Figure 1. Met2 routing.
Scale bar: 20 um.
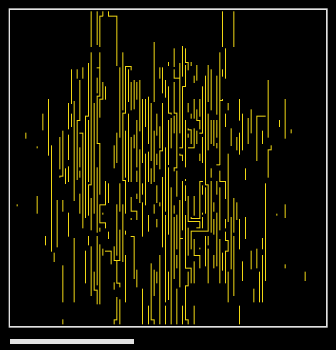
Figure 2. Routing congestion map.
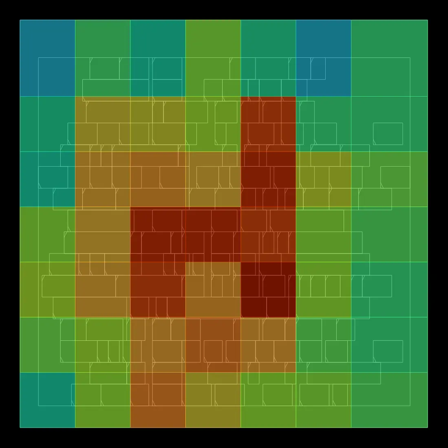
Figure 3. Metal 3.
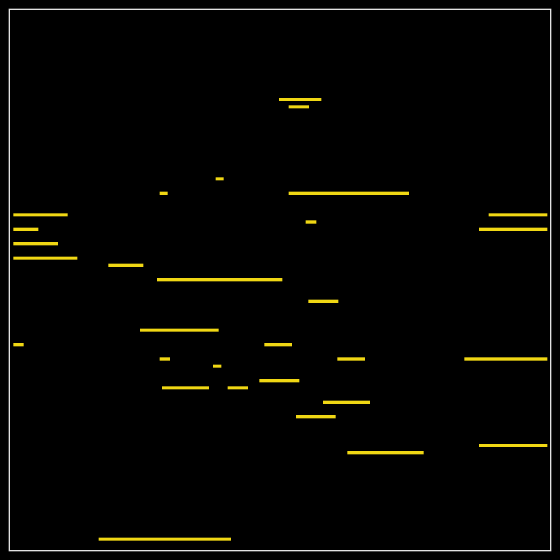
Figure 4. Gate-type map.
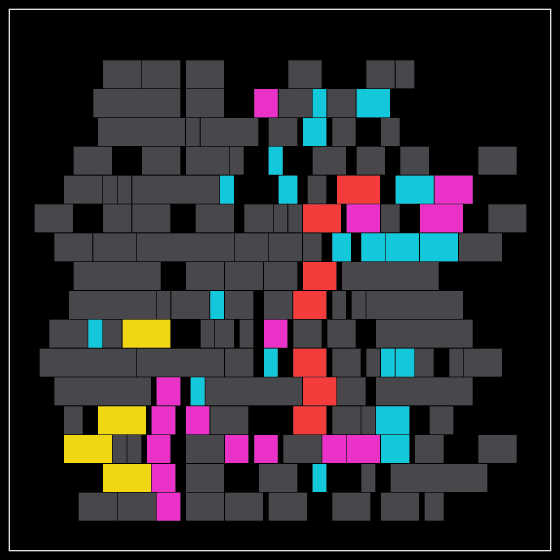
Figure 5. Register map, names as in the netlist.
Scale bar: 20 um. Other sequential cells in the stronger grey, the rest of the logic in the fainter grey.
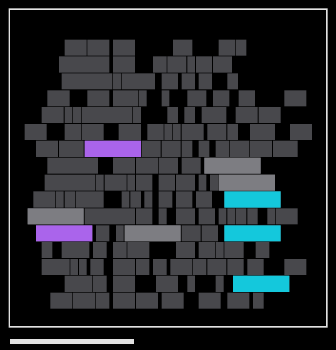
==> config.mk <==
export PLATFORM = sky130hd
export DESIGN_NAME = vend_arbiter
export DESIGN_NICKNAME = d
export VERILOG_FILES = /design/src/rtl/vend_arbiter.sv
export SDC_FILE = /design/constraint.sdc
export NUM_CORES = 1
export LEC_CHECK = 0
export CORE_MARGIN = 2
export CORE_UTILIZATION = 47
export DETAILED_ROUTE_END_ITERATION = 6
export GPL_TIMING_DRIVEN = 0
export MAX_ROUTING_LAYER = met4
export PLACE_DENSITY = 0.79
export SKIP_LAST_GASP = 1
export SYNTH_ARGS = -nofsm -noshare
export SYNTH_HDL_FRONTEND = slang
export SYNTH_SLANG_ARGS = --single-unit
==> constraint.sdc <==
create_clock -name clk -period 2.4 [get_ports clk]
set_input_delay 0.36 -clock clk [delete_from_list [all_inputs] [get_ports clk]]
set_output_delay 0.36 -clock clk [all_outputs]
set_load 0.005 [all_outputs]
==> src/rtl/vend_arbiter.sv <==
// Round-robin arbiter sharing one dispenser among NREQ vending panels.
// Define VEND_ARB_TIMEOUT_EN to add a WAIT-state watchdog of TIMEOUT cycles.
module vend_arbiter #(
   parameter int NREQ    = 4,
   parameter int TIMEOUT = 64,
   localparam int GW     = (NREQ > 1) ? $clog2(NREQ) : 1
) (
   input  logic              clk,
   input  logic              rst,
   input  logic [NREQ-1:0]   req,
   input  logic [2*NREQ-1:0] prod,
   output logic [NREQ-1:0]   ack,
   output logic [NREQ-1:0]   err,
   output logic              disp_start,
   output logic [1:0]        disp_prod,
   input  logic              disp_done,
   output logic              busy,
   output logic [GW-1:0]     grant_id
);

   localparam logic [2:0] IDLE  = 3'd0;
   localparam logic [2:0] START = 3'd1;
   localparam logic [2:0] WAIT  = 3'd2;
   localparam logic [2:0] DONE  = 3'd3;
   localparam logic [2:0] ERR   = 3'd4;

   logic [2:0]    state_q, state_d;
   logic [GW-1:0] rr_q, rr_d;
   logic [GW-1:0] grant_q, grant_d;
   logic [1:0]    prod_q, prod_d;
   logic [1:0]    prod_arr [NREQ];

`ifdef VEND_ARB_TIMEOUT_EN
   localparam int CW = $clog2(TIMEOUT + 1);
   logic [CW-1:0] cnt_q, cnt_d;

   // Cleared while in START so it reads zero on the first WAIT cycle.
   always_comb begin
      cnt_d = cnt_q;
      if (state_q == START)
         cnt_d = '0;
      else if (state_q == WAIT)
         cnt_d = cnt_q + CW'(1);
   end
`else
   logic timeout_unused;
   assign timeout_unused = (TIMEOUT != 0);
`endif

   always_comb begin
      for (int i = 0; i < NREQ; i++)
         prod_arr[i] = prod[2*i +: 2];
   end

   always_comb begin
      logic          found;
      logic [GW-1:0] sel;
      int            idx;
      state_d = state_q;
      rr_d    = rr_q;
      grant_d = grant_q;
      prod_d  = prod_q;
      found   = 1'b0;
      sel     = '0;
      idx     = 0;
      case (state_q)
         IDLE: begin
            // Scan from rr_q upward, wrapping, and take the first requester.
            for (int i = 0; i < NREQ; i++) begin
               idx = int'(rr_q) + i;
               if (idx >= NREQ)
                  idx = idx - NREQ;
               sel = GW'(idx);
               if (!found && req[sel]) begin
                  found   = 1'b1;
                  grant_d = sel;
                  prod_d  = prod_arr[sel];
               end
            end
            if (found)
               state_d = START;
         end
         START: state_d = prod_q[0] ? WAIT : ERR;
         WAIT: begin
            if (disp_done)
               state_d = DONE;
`ifdef VEND_ARB_TIMEOUT_EN
            else if (cnt_q == CW'(TIMEOUT - 1))
               state_d = ERR;
`endif
         end
         DONE, ERR: begin
            state_d = IDLE;
            rr_d    = (grant_q == GW'(NREQ - 1)) ? '0 : grant_q + GW'(1);
         end
         default: state_d = IDLE;
      endcase
   end

   always_ff @(posedge clk or negedge rst) begin
      if (!rst) begin
         state_q <= IDLE;
         rr_q    <= '0;
         grant_q <= '0;
         prod_q  <= '0;
`ifdef VEND_ARB_TIMEOUT_EN
         cnt_q   <= '0;
`endif
      end else begin
         state_q <= state_d;
         rr_q    <= rr_d;
         grant_q <= grant_d;
         prod_q  <= prod_d;
`ifdef VEND_ARB_TIMEOUT_EN
         cnt_q   <= cnt_d;
`endif
      end
   end

   always_comb begin
      ack = '0;
      err = '0;
      if (state_q == DONE)
         ack[grant_q] = 1'b1;
      if (state_q == ERR)
         err[grant_q] = 1'b1;
   end

   assign disp_start = (state_q == START) && prod_q[0];
   assign disp_prod  = prod_q;
   assign busy       = (state_q != IDLE);
   assign grant_id   = grant_q;

endmodule

==> Changelog: implementation <==
### Implementation results

* Cell taking the most area after synthesis: dfrtp_1
* Worst-margin pin slew at 560 ps
* Vias in the first global route at 956
* Chip area at 2600 um2
* First-pass GRT wire length at 4370 um
* Top post-synthesis cells by area: dfrtp_1 22%, mux4_2 13%, and3_1 4.8%
* Root buf cell: clkbuf_4
* Crit path DRT at 2540 ps
* CP top delay family: multiplexers
* Log Warnings at 29
* Slew HR at 62.7%
* Logic family by area: simple AND/OR/NAND/NOR gates
* Critical Path Start: req[1]
* # nets final at 167
* Crit-path max cell delay at 550 ps
* Number of enable flip-flop cells at 0
* Initial antenna violation count at 0
* Final period util at 97.9%
* Die W at 51.0 um
* Mapped Nets at 133
* Buf/Inv on CP at 2
* Area Growth Syn to Fin at 34.2%
* Post-Syn Area per Cell at 9.09 um2
* Yosys simple share at 28.6%
* FP Util at 51.2%
* CP Capture Point: disp_prod[1]
* Remaining Overflow, GRT at 0
* Static Leakage at 0.000582 uW
* CP startpoint kind: input pin
* H-tree levels at 1
* Peak VDD IR at 0.000769 V
* Status: finished clean
* Comb power frac at 71.8%
* Number of cells in Yosys stat at 114
* Compound Share, Synth at 15.7%
* Routed wire length per instance at 15.7 um
* Post-synth cell types at 45
* Reg-to-reg setup timing slack at 200 ps
* Clock latency on the worst-skew pair at 270 ps
* Main synth FF type: dfrtp_1
* CTS tree: built
* Fin Clk Skew at 5.73 ps
* GPL Wtd Cong at 0.819
* Top Consumer: combinational logic
* Final instance area at 1390 um2
* Clk pwr share at 8.1%
* Share of cells above drive strength 1 at 17.7%
* Largest net degree at the start of global routing at 11
* Row Count at 16
* Sw frac at 43.8%
* Clock sinks at 9
* Post-Synthesis Cells at 114
* Registers, synthesis at 9
* Yosys stat chip area at 1040 um2
* Num CTS Buffers at 3
* CP Max Fanout at 10
* Synthesized area at 1040 um2
* Crit end category: flip-flop
* Post-route ant nets at 0
* PortBufs at 26
* Synth async-reset ratio at 100%
* Max Cap Viol at 0
* Drt drc at 0
* Final setup viols at 0
* Core Area at 2020 um2
* Max-slew violation count at 0
* Hold Vio Cnt, Final at 0
* Worst path cell trace: clkdlybuf4s50_1 > buf_4 > nor4b_1 > or4_4 > mux2_4 > mux2_2 > mux2i_1 > a21oi_1
* Clock Path Buffers at 2
* Detailed router's first-iteration violation count at 45
* Critical Path Stages at 8
* FF-to-FF End: disp_prod[1]
* Logic depth of the worst register-to-register path at 7
* Mux area share at 21.5%
* Hold Crit Class: in2async
* Synth Seq Share at 21.7%
* Dpl hpwl at 2040 um
* Fin crit period at 2350 ps
* Total I/O pin count at 29
* Max Clock Freq at 426 MHz
* Pint at 841 uW
* Detailed Routing Iterations Pass 1 at 4
* Synthesis warning total at 0
About Figure 1:
share of all routed wire: 50%
nets with wire on the layer: 148
wire length on this layer: 1350 um
main direction: vertical
Via Count: 1079
Post-Route WL: 2730 um
GR Layer Usage met2: 35.5%

About Figure 2:
busiest grt layer: met2
final core utilization: 68.8%

About Figure 3:
wire length on this layer: 125 um
share of all routed wire: 4.6%
M3 GR Usage: 4.39%

About Figure 4:
legend:
  fa/ha/maj cells:
    colour: yellow
    cells: 4
    where: south-west
  nor cells:
    colour: cyan
    cells: 20
  non-inverting ao/oa cells:
    colour: red
    cells: 7
    where: centre
  and/or cells:
    colour: magenta
    cells: 15
dominant logic cell type in the layout: clkdlybuf4s50_1
Comb area share: 53.7%
Cell Count, Final, Fillers Out: 174

About Figure 5:
legend:
  grant_id:
    colour: purple
    sequential_cells: 2
  state_q:
    colour: cyan
    sequential_cells: 3
Seq power: 300 uW
Seq/total area: 16.2%
FF/Latch Area: 225 um2

==> placed cells by master (no fill, tap or decap), types with 2 or more instances in the layout <==
master           Yosys  routed
dfrtp_1              9       9
nor3_1               3       3
nand2_1              7       7
nor4_1               2       2
a22o_1               4       4
nor4bb_1             2       2
clkbuf_4             0       3
a22oi_1              2       2
nand2b_1             2       2
ha_1                 4       4
nor4b_1              2       2
buf_4                1       5
mux2i_1              5       5
a21oi_1              6       5
mux4_2               6       6
buf_2                2       2
nand3b_1             5       5
clkdlybuf4s50_1      0      26
clkbuf_1             6       5
and3_1               8       8
nor2_1               9       9
inv_1                3       3
or2_2                2       2
==> flip-flops by register name (all words and copies together) (netlist names) <==
name	flops
state_q	3
disp_prod	2
grant_id	2
rr_q	2
==> layer usage <==
| layer | vias up | GRT usage, % | part of all wire (%) |
|---|---|---|---|
| li1 | 501 | - | - |
| met1 | 524 | 30.2 | 43 |
| met2 | 40 | 35.5 | 50 |
| met3 | 14 | 4.39 | 4.6 |
| met4 | 0 | 9.46 | 2.8 |
| met5 | - | - | 0 |
==> through the flow <==
stage / setup slack, ps / TNS [ps] / hold slack [ps]
final: 51.0 / 0 / 397
after global routing: -19.8 / -19.8 / 413
after CTS: 1.08 / 0 / 390
after detailed placement: -275 / -560 / 504
after global placement: -270 / -513 / 508
after floorplan: 293 / 0 / 64.4
==> final cells by class <==
class,instances,area [um2]
clock buffer,4,26.3
sequential,9,225
inverter,4,15.0
tap,27,33.8
timing repair buffer,29,283
buffer,11,60.1
fill,163,632
multi-input combinational,90,747
==> worst register-to-register path: cells and delay by family (launching register included) <==
| family | cells | cell delay [ps] |
|---|---|---|
| mux | 3 | 730 |
| buf+inv | 1 | 150 |
| flops | 1 | 380 |
| compound gates | 1 | 90 |
| simple gates | 2 | 720 |
Power is estimated from default activity; no workload was simulated.
